--- src/rtl/fbs_pkg.sv ---
// Shared types and constants for the triple-buffer frame scheduler.
package fbs_pkg;

    typedef logic [1:0] buf_idx_t;

    localparam buf_idx_t IDX_W0 = 2'd0;
    localparam buf_idx_t IDX_P0 = 2'd1;
    localparam buf_idx_t IDX_R0 = 2'd2;

    typedef enum logic {
        W_IDLE   = 1'b0,
        W_ACTIVE = 1'b1
    } wr_state_e;

    localparam int CNT_W  = 16;
    localparam int LINE_W = 11;

    function automatic logic [CNT_W-1:0] sat_inc(input logic [CNT_W-1:0] v);
        return (v == '1) ? v : v + CNT_W'(1);
    endfunction

endpackage

--- src/rtl/fbs_edge_sync.sv ---
// Async pin -> 2-flop sync -> edge register; 1-cycle start/end pulses 3 cycles after the pin edge.
// Pulses are held off until the chain has seen the real pin, so a level already active at reset release is no edge.
module fbs_edge_sync #(
    parameter bit POL = 1'b1
) (
    input  logic iCLK,
    input  logic iRST,
    input  logic pin_i,
    output logic start_o,
    output logic end_o
);

    logic       s1_q, s2_q, act_prev_q, start_q, end_q;
    logic [1:0] warm_q;
    logic       act, armed;

    assign act   = (s2_q == POL);
    assign armed = (warm_q == 2'd3);

    always_ff @(posedge iCLK or posedge iRST) begin
        if (iRST) begin
            s1_q       <= !POL;
            s2_q       <= !POL;
            act_prev_q <= 1'b0;
            warm_q     <= 2'd0;
            start_q    <= 1'b0;
            end_q      <= 1'b0;
        end else begin
            s1_q       <= pin_i;
            s2_q       <= s1_q;
            act_prev_q <= act;
            if (!armed) warm_q <= warm_q + 2'd1;
            start_q    <= armed && act && !act_prev_q;
            end_q      <= armed && !act && act_prev_q;
        end
    end

    assign start_o = start_q;
    assign end_o   = end_q;

endmodule

--- src/rtl/frame_buffer_scheduler.sv ---
// Triple-buffer rotation between camera writer and VGA reader over three SDRAM frame regions.
// Base address and LOAD pulse appear 1 cycle after the synchronized edge pulse.
module frame_buffer_scheduler
    import fbs_pkg::*;
#(
    parameter int FRAME_WORDS = 307200,
    parameter int BASE_ADDR   = 0,
    parameter int ADDR_W      = 23,
    parameter int MIN_LINES   = 480,
    parameter bit WR_VS_POL   = 1'b1,
    parameter bit RD_VS_POL   = 1'b0
) (
    input  logic              iCLK,
    input  logic              iRST,
    input  logic              iWR_VS,
    input  logic              iWR_HS,
    input  logic              iRD_VS,
    input  logic              iFREEZE,
    output logic [ADDR_W-1:0] oWR_ADDR,
    output logic [ADDR_W-1:0] oRD_ADDR,
    output logic              oWR_LOAD,
    output logic              oRD_LOAD,
    output logic [CNT_W-1:0]  oDROP_CNT,
    output logic [CNT_W-1:0]  oSHORT_CNT,
    output logic [1:0]        oWR_IDX,
    output logic [1:0]        oRD_IDX
);

    localparam logic [ADDR_W-1:0] ADDR0 = ADDR_W'(BASE_ADDR);
    localparam logic [ADDR_W-1:0] ADDR1 = ADDR_W'(BASE_ADDR + FRAME_WORDS);
    localparam logic [ADDR_W-1:0] ADDR2 = ADDR_W'(BASE_ADDR + 2 * FRAME_WORDS);
    localparam logic [LINE_W-1:0] MIN_L = LINE_W'(MIN_LINES);

    function automatic logic [ADDR_W-1:0] idx_addr(input buf_idx_t i);
        case (i)
            2'd0:    return ADDR0;
            2'd1:    return ADDR1;
            default: return ADDR2;
        endcase
    endfunction

    logic wr_start, wr_end, hs_start, hs_end, rd_start, rd_end;
    logic unused_edges;
    assign unused_edges = hs_end ^ rd_end;

    fbs_edge_sync #(.POL(WR_VS_POL)) u_wr_vs (
        .iCLK(iCLK), .iRST(iRST), .pin_i(iWR_VS), .start_o(wr_start), .end_o(wr_end));
    fbs_edge_sync #(.POL(1'b1)) u_wr_hs (
        .iCLK(iCLK), .iRST(iRST), .pin_i(iWR_HS), .start_o(hs_start), .end_o(hs_end));
    fbs_edge_sync #(.POL(RD_VS_POL)) u_rd_vs (
        .iCLK(iCLK), .iRST(iRST), .pin_i(iRD_VS), .start_o(rd_start), .end_o(rd_end));

    wr_state_e          state_q, state_d;
    buf_idx_t           widx_q, widx_d, pidx_q, pidx_d, ridx_q, ridx_d;
    logic               fresh_q, fresh_d;
    logic [LINE_W-1:0]  lines_q, lines_d;
    logic [CNT_W-1:0]   drop_q, drop_d, short_q, short_d;
    logic [ADDR_W-1:0]  wr_addr_q, rd_addr_q;
    logic               wr_load_q, rd_load_q;
    logic               commit, rd_swap;

    always_comb begin
        state_d = state_q;
        widx_d  = widx_q;
        pidx_d  = pidx_q;
        ridx_d  = ridx_q;
        fresh_d = fresh_q;
        lines_d = lines_q;
        drop_d  = drop_q;
        short_d = short_q;
        commit  = 1'b0;
        rd_swap = 1'b0;

        case (state_q)
            W_IDLE: begin
                if (wr_start) begin
                    state_d = W_ACTIVE;
                    lines_d = '0;
                end
            end
            W_ACTIVE: begin
                if (wr_start) begin
                    lines_d = '0;
                end else if (wr_end) begin
                    state_d = W_IDLE;
                    if (lines_q >= MIN_L) commit = 1'b1;
                    else short_d = sat_inc(short_q);
                end else if (hs_start && lines_q != '1) begin
                    lines_d = lines_q + LINE_W'(1);
                end
            end
            default: state_d = W_IDLE;
        endcase

        // Commit first, then the reader swap sees the post-commit pending buffer.
        if (commit) begin
            widx_d  = pidx_q;
            pidx_d  = widx_q;
            fresh_d = 1'b1;
        end
        rd_swap = rd_start && fresh_d && !iFREEZE;
        if (rd_swap) begin
            ridx_d  = pidx_d;
            pidx_d  = ridx_q;
            fresh_d = 1'b0;
        end
        if (commit && fresh_q && !rd_swap) drop_d = sat_inc(drop_q);
    end

    always_ff @(posedge iCLK or posedge iRST) begin
        if (iRST) begin
            state_q   <= W_IDLE;
            widx_q    <= IDX_W0;
            pidx_q    <= IDX_P0;
            ridx_q    <= IDX_R0;
            fresh_q   <= 1'b0;
            lines_q   <= '0;
            drop_q    <= '0;
            short_q   <= '0;
            wr_addr_q <= ADDR0;
            rd_addr_q <= ADDR2;
            wr_load_q <= 1'b0;
            rd_load_q <= 1'b0;
        end else begin
            state_q   <= state_d;
            widx_q    <= widx_d;
            pidx_q    <= pidx_d;
            ridx_q    <= ridx_d;
            fresh_q   <= fresh_d;
            lines_q   <= lines_d;
            drop_q    <= drop_d;
            short_q   <= short_d;
            wr_addr_q <= idx_addr(widx_d);
            rd_addr_q <= idx_addr(ridx_d);
            wr_load_q <= (widx_d != widx_q);
            rd_load_q <= (ridx_d != ridx_q);
        end
    end

    assign oWR_ADDR   = wr_addr_q;
    assign oRD_ADDR   = rd_addr_q;
    assign oWR_LOAD   = wr_load_q;
    assign oRD_LOAD   = rd_load_q;
    assign oDROP_CNT  = drop_q;
    assign oSHORT_CNT = short_q;
    assign oWR_IDX    = widx_q;
    assign oRD_IDX    = ridx_q;

endmodule

--- config.mk ---
export PLATFORM = sky130hd
export DESIGN_NAME = frame_buffer_scheduler
export DESIGN_NICKNAME = d
export VERILOG_FILES = /design/src/rtl/fbs_pkg.sv /design/src/rtl/fbs_edge_sync.sv /design/src/rtl/frame_buffer_scheduler.sv
export SDC_FILE = /design/constraint.sdc
export NUM_CORES = 1
export LEC_CHECK = 0
export ABC_AREA = 1
export CAP_MARGIN = 10
export CORE_ASPECT_RATIO = 2
export CORE_MARGIN = 2
export CORE_UTILIZATION = 30
export DETAILED_ROUTE_END_ITERATION = 8
export DONT_BUFFER_PORTS = 1
export PLACE_DENSITY = 0.41
export REMOVE_ABC_BUFFERS = 1
export SYNTH_ARGS = -nofsm -noshare
export SYNTH_HDL_FRONTEND = slang
export SYNTH_SLANG_ARGS = --single-unit
--- constraint.sdc ---
create_clock -name iCLK -period 2.65 [get_ports iCLK]
set_input_delay 0.3975 -clock iCLK [delete_from_list [all_inputs] [get_ports iCLK]]
set_output_delay 0.3975 -clock iCLK [all_outputs]
set_load 0.02 [all_outputs]
==> run_1/met3.png <==
Drawn at 4 px/µm.
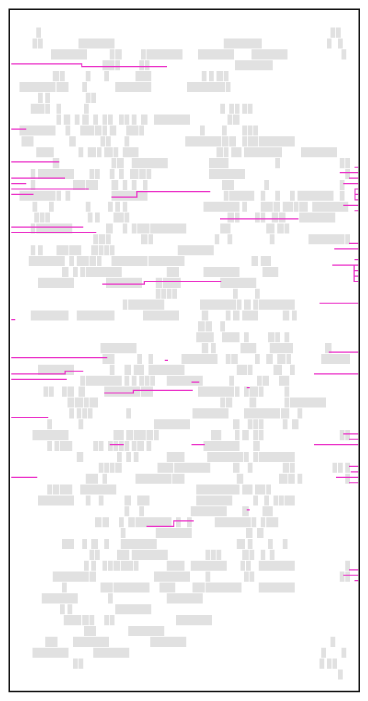
nets with wire on the layer = 43
main direction = horizontal

==> run_1/cell_classes.png <==
Drawn at 4 px/µm.
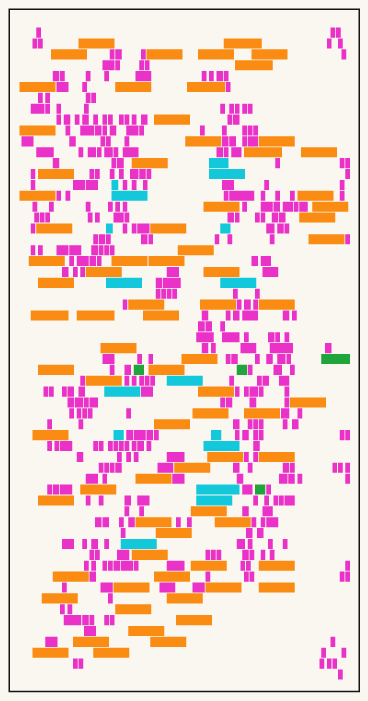
clock drivers and dummy loads -> cyan  # cells 16, share of their area 7.1%
all other logic -> magenta  # cells 404, share of their area 46%
flip-flops -> orange  # cells 77, share of their area 46%
other buffers and delay cells -> green  # cells 4, share of their area 1.0%

==> Changelog: implementation, run 1 <==
## Implementation

* Flop pwr share at 48.0%
* Crit. Startpoint: oDROP_CNT[0]
* Simple-gate portion of the synthesized area at between 20% and 30%
* Crit end category: flop
* Synth area leader: dfrtp_1
* Post-route ant nets at 0
* WL met2 at 5.04 mm
* MUX share of area at 0.543%
* Max-Cap Viols at 0
* Number of logic gates at 356
* GRT met3 Usage at between 3 and 4%
* Synth Seq Share at 46.7%
* Post-CTS Hold Buffers at 0
* Logic area at 1780 µm²
* Slew margin rel. at 44.1%
* Tool Warnings at 27
* Yosys cell types at 37
* Tapcells at ~160
* Final Setup Violations at 0
* Area delta synth->final at 7.22%
* CP peak stage delay at 0.49 ns
* Crit path to: oDROP_CNT[5]
* Die area at 14,800 µm²
* Clock buffers at 10
* # rows at roughly 60
* Placed insts at approximately 640
* Clock Power at 1.25 mW
* CP Depth at 9
* Critical R2R Capture: oDROP_CNT[5]
* Diode count at 0
* CTS resizes at 0
* Top_reg_cell synth: dfrtp_1
* Yosys warns at 0
* Status: finished clean
* Min Hold Slack at ~0.038 ns
* Sequential Power at 1.35 mW
* Final GP Congestion at 0.776
* Area leader share at 42.9%
* Most area-consuming cells after synthesis: dfrtp_1 43%, nand2_1 12%, buf_4 7.6%
* Top pwr grp: sequential cells
* XORs/XNORs by Area at 5.71%
* TritonCTS Buffers at 9
* HPWL after detailed placement at approximately 6.7 mm
* Flip-flops with a built-in enable at 0
* Number of sequential cells at just under 80
* Worst-Skew Late Latency at 0.34 ns
* Vias/cell at between 4 and 5
* Unrepaired setup endpoints after global routing: no
* CP Class: flop to flop
* Final net count at 509
* Crit path DAT at 2.32 ns
* Largest class: registers
* Cell Pwr Density at ~630 nW/µm²
* DRT iter0 DRCs at about 140
==> run_1/pins.png <==
Drawn at 3 px/µm. Pins as bars across the die edge, other pins in gray.
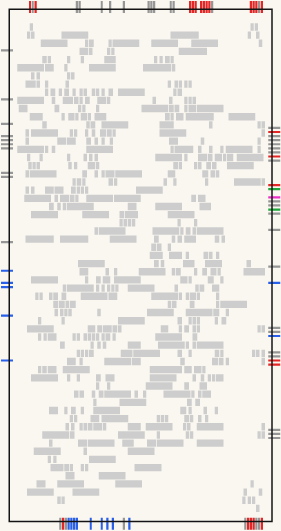
oSHORT_CNT -> blue  # pins 16, direction output, edge 9 bottom, 5 left, 2 right
oWR_IDX -> green  # pins 2, direction output, edge right
oWR_LOAD -> magenta  # pins 1, direction output, edge right
oRD_ADDR -> red  # pins 23, direction output, edge 13 top, 5 bottom, 5 right
Die Width: 87.1 µm
IO buf count: 0
height of the die: 170 µm

==> run_1/zoom.png <==
Window x 37 to 87, y 103 to 153 µm. Cells in gray, sequential cells in the stronger gray; small squares are vias.
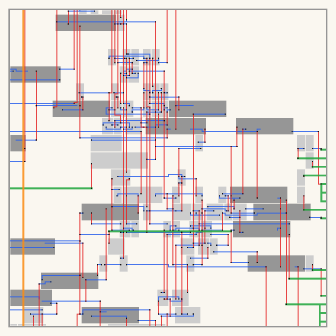

## Run 2: what changed since run 1
- PLACE_DENSITY: 0.41 -> 0.42
- clock period: 2.65 -> 1.75 ns (I/O delays scaled with it)
==> run_2/zoom.png <==
Window x 37 to 87, y 103 to 153 µm. Cells in gray, sequential cells in the stronger gray; small squares are vias.
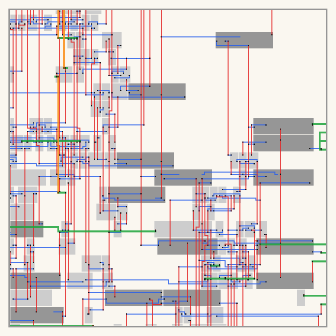
met4 -> orange
met3 -> green
met2 -> red
met1 -> blue
sequential cells in the window = 16
netlist names of flops here include = oDROP_CNT (7), oRD_ADDR (3), oRD_IDX (2)
most frequent = nand2_1 (32), nor2_1 (15), dfrtp_1 (12)
cells with their middle in the window = 109

==> run 2 against run 1 <==
Against the previous run: sequential cell count unchanged; largest power group is now the clock network; setup slack got worse by 0.42 ns; power increased by 64%; maximum frequency increased by 30%.
==> Changelog: implementation, run 2 <==
## Implementation

* Status: finished clean
* Flop pwr share at 42.5%
* WL met2 at 5.75 mm
* Final net count at approximately 570
* Height of the die at between 150 and 200 µm
* Clock Power at 2.11 mW
* Antenna violations before repair at 0
* Min Hold Slack at 0.148 ns
* Diode count at 0
* Final GP Congestion at 0.794
* Flip-flops with a built-in enable at 0
* Hold Vio Cnt, Final at 0
* Max-Cap Viols at 0
* Logic area at 1810 µm²
* Most area-consuming cells after synthesis: dfrtp_1 43%, nand2_1 12%, buf_4 7.6%
* Net switching power of the design at 1.15 mW
* Logic share of the area at 35.9%
* Crit path DAT at roughly 1.8 ns
* Post-CTS Hold Buffers at 4
* Vias/cell at 4.56
* Number of sequential cells at 77
* Die area at around 15,000 µm²
* CTS resizes at 0
* Sequential Power at 1.95 mW
* Yosys warns at 0
* Worst-path cell chain: ha_1 > nand3_1 > nor2_2 > nand2_1 > o21bai_1 > nand2_1 > buf_4 > a21oi_1 > nor2_1
* Tool Warnings at 27
* Internal Power at ~3.4 mW
* XORs/XNORs by Area at 5.71%
* Largest class: registers
* Total GRT Usage at 14.3%
* GRT met3 Usage at 3.10%
* Cell Pwr Density at 915 nW/µm²
* Die Width at 87.1 µm
* Top pwr grp: the clock network
* Slowest-stage cell, CP: dfrtp_1
* Fillers at 1,416
* Tcrit/Tclk final at between 90% and 100%
* Synth area leader: dfrtp_1
* DRT iter0 DRCs at roughly 110
* Aoi share at 5.40%
* Crit path to: lines_q[2]
* Final Setup Violations at 0
* Worst-Skew Late Latency at approximately 0.34 ns
* Crit end category: flop
* Tapcells at 155
* Crit. Startpoint: lines_q[1]
* Number of logic gates at ~360
* Synth Seq Share at 46.7%
* IO buf count at 0
* CP Depth at 9
* HPWL after detailed placement at approximately 7.6 mm
* Root Driver: clkbuf_16
* Simple-gate portion of the synthesized area at about a quarter
* Yosys cell types at 37
* CP peak stage delay at 0.38 ns
* Clock power share at 46.0%
* MUX share of area at less than 1%
* Yosys stat cell total at 498
* Placed cell areas at 4630 µm²
* Area delta synth->final at 21.3%
* Critical R2R Capture: lines_q[2]
* Core Footprint at 13,500 µm²
* Top_reg_cell synth: dfrtp_1
* Placed insts at 700
* Met3 wire len at ~340 µm
Power figures rest on the tool's default switching activity, not on a simulated workload.
